==> config.mk <==
export PLATFORM = sky130hd
export DESIGN_NAME = data_mem_arbiter_flat
export DESIGN_NICKNAME = d
export VERILOG_FILES = /design/src/rtl/data_mem_arbiter_pkg.sv /design/src/rtl/data_mem_arbiter_if.sv /design/src/rtl/data_mem_arbiter_rr_arbiter2.sv /design/src/rtl/data_mem_arbiter.sv /design/src/flat_wrapper.sv
export SDC_FILE = /design/constraint.sdc
export NUM_CORES = 1
export LEC_CHECK = 0
export CAP_MARGIN = 20
export CORE_AREA = 2 2 230 232
export CTS_CLUSTER_SIZE = 16
export DETAILED_ROUTE_END_ITERATION = 6
export DIE_AREA = 0 0 232 234
export GPL_ROUTABILITY_DRIVEN = 0
export PLACE_DENSITY_LB_ADDON = 0.1
export SLEW_MARGIN = 20
export SYNTH_ARGS = -nofsm -noshare
export SYNTH_HDL_FRONTEND = slang
export SYNTH_SLANG_ARGS = --single-unit
==> constraint.sdc <==
create_clock -name clk -period 3.1 [get_ports clk]
set_input_delay 0.465 -clock clk [delete_from_list [all_inputs] [get_ports clk]]
set_output_delay 0.465 -clock clk [all_outputs]
set_load 0.05 [all_outputs]
**Met1 routing**

Supply wires on this layer in gray.
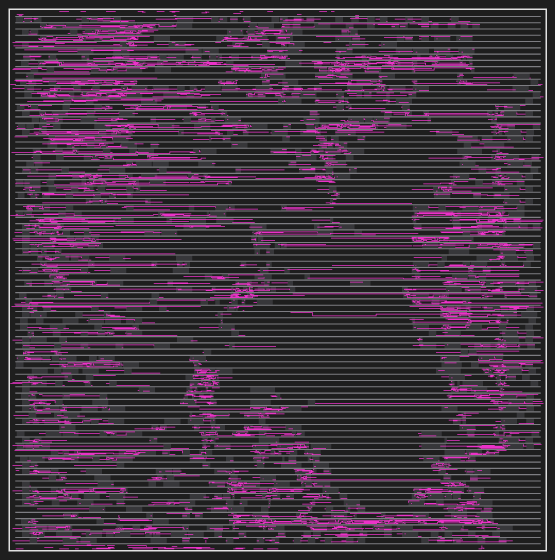
- main direction: horizontal
- share of all routed wire: 33%
- longest straight run: 98.9 µm
- nets with wire on the layer: 1371
- wire length on this layer: 15500 µm
global-route track usage on met1: 15.6%
wire length after detailed routing: 47.3 mm

**Routing congestion map**

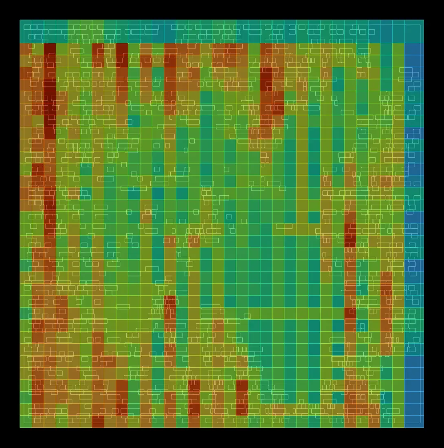
global route hottest layer: met2
Core Util, Final: 29.4%
met3 Use GR: 6.76%

==> results.rst <==
Run summary
-----------

.. list-table::
   :header-rows: 1

   * - Metric
     - Value
   * - Gr usage total
     - 16.7%
   * - Synthesized chip area reported by yosys
     - 0.00630 mm²
   * - Number of stages on the worst setup path
     - 8
   * - Number of standard cells after synthesis
     - 694
   * - Power dissipated in combinational cells
     - 2.22 mW
   * - Max-slew headroom at the worst pin
     - 51.2%
   * - HPWL reported at the end of detailed placement
     - 39.3 mm
   * - Slack of the worst reg-to-reg path
     - 0.76 ns
   * - Syn nets
     - 1025
   * - Vias
     - 7993
   * - Deepest clock path buffer count
     - 2
   * - Xor/xnor cell area share of the yosys netlist
     - 0%
   * - Crit path DRT
     - 2.63 ns
   * - Worst IR drop on VDD
     - 366 µV
   * - Data arrival at the endpoint of the critical path
     - 2.53 ns
   * - Synth warn
     - 0
   * - Slew at the pin closest to its max-slew limit
     - 0.732 ns
   * - Reported clock group power
     - 2.26 mW
   * - Part of the total power dissipated in the clock network
     - 36.0%
   * - Result of the run
     - finished, final reports clean
   * - Fraction of registers with async set or reset after synthesis
     - 0%
   * - Mapped cell area
     - 0.00630 mm²
   * - Number of DRC markers in iteration 0
     - 371
   * - DIE WIDTH
     - 232 µm
   * - Number of warnings the tools reported
     - 27
   * - Number of failing setup endpoints in the final timing report
     - 0
   * - Fp_density
     - 12.1%
   * - Peak per-stage delay on the critical path
     - 0.55 ns
   * - TritonCTS clock tree
     - done
   * - Root buffer cell
     - clkbuf_16
   * - Fraction of final layout cells sized beyond drive strength 1
     - 19.1%
   * - Cell Count Post-Placement
     - 1936
   * - Ys flops
     - 138
   * - Fmax
     - 334 MHz
   * - Count of fill cells added during filler insertion
     - 5504
   * - Post-synth cell types
     - 39
   * - Cell family with the largest share of critical-path delay
     - simple AND/OR/NAND/NOR gates
   * - Maxcap violations
     - 0
   * - Number of standard cells reported by yosys
     - 694
   * - Detail-routed via count per cell
     - 4.03
   * - Most common cell in the netlist
     - dfxtp_1
   * - Antenna-violating nets left
     - 0
   * - Post-CTS clock slew at the launch and capture registers of the worst setup and hold paths
     - 0.06 ns
   * - Number of hold buffers added after cts
     - 0
-- through the flow --
step	instance area, µm²	setup TNS, ns
after floorplan	6300	0
after global placement	14400	-0.718
after detailed placement	14400	-0.732
after CTS	15200	0
after global routing	15300	-0.00559
final	15300	0
-- per-layer routing --
| layer | track usage, % | share of wire (%) | vias to the layer above |
|---|---|---|---|
| li1 | - | - | 3786 |
| met1 | 15.6 | 33 | 3815 |
| met2 | 32.8 | 56 | 328 |
| met3 | 6.76 | 8.4 | 52 |
| met4 | 5.45 | 2.3 | 12 |
| met5 | 0 | 0.15 | - |
-- layout make-up --
cell class	count	share of cell area (%)
flip-flops and latches	138	18.1
clock buffers	21	2.95
well taps	688	5.63
repair buffers	642	50.4
multi-input cells	435	20.6
inverters	39	1.01
clock inverters	11	1.27
diodes	7	0.115
No activity file was given, so power comes from the tool's default toggle rates.
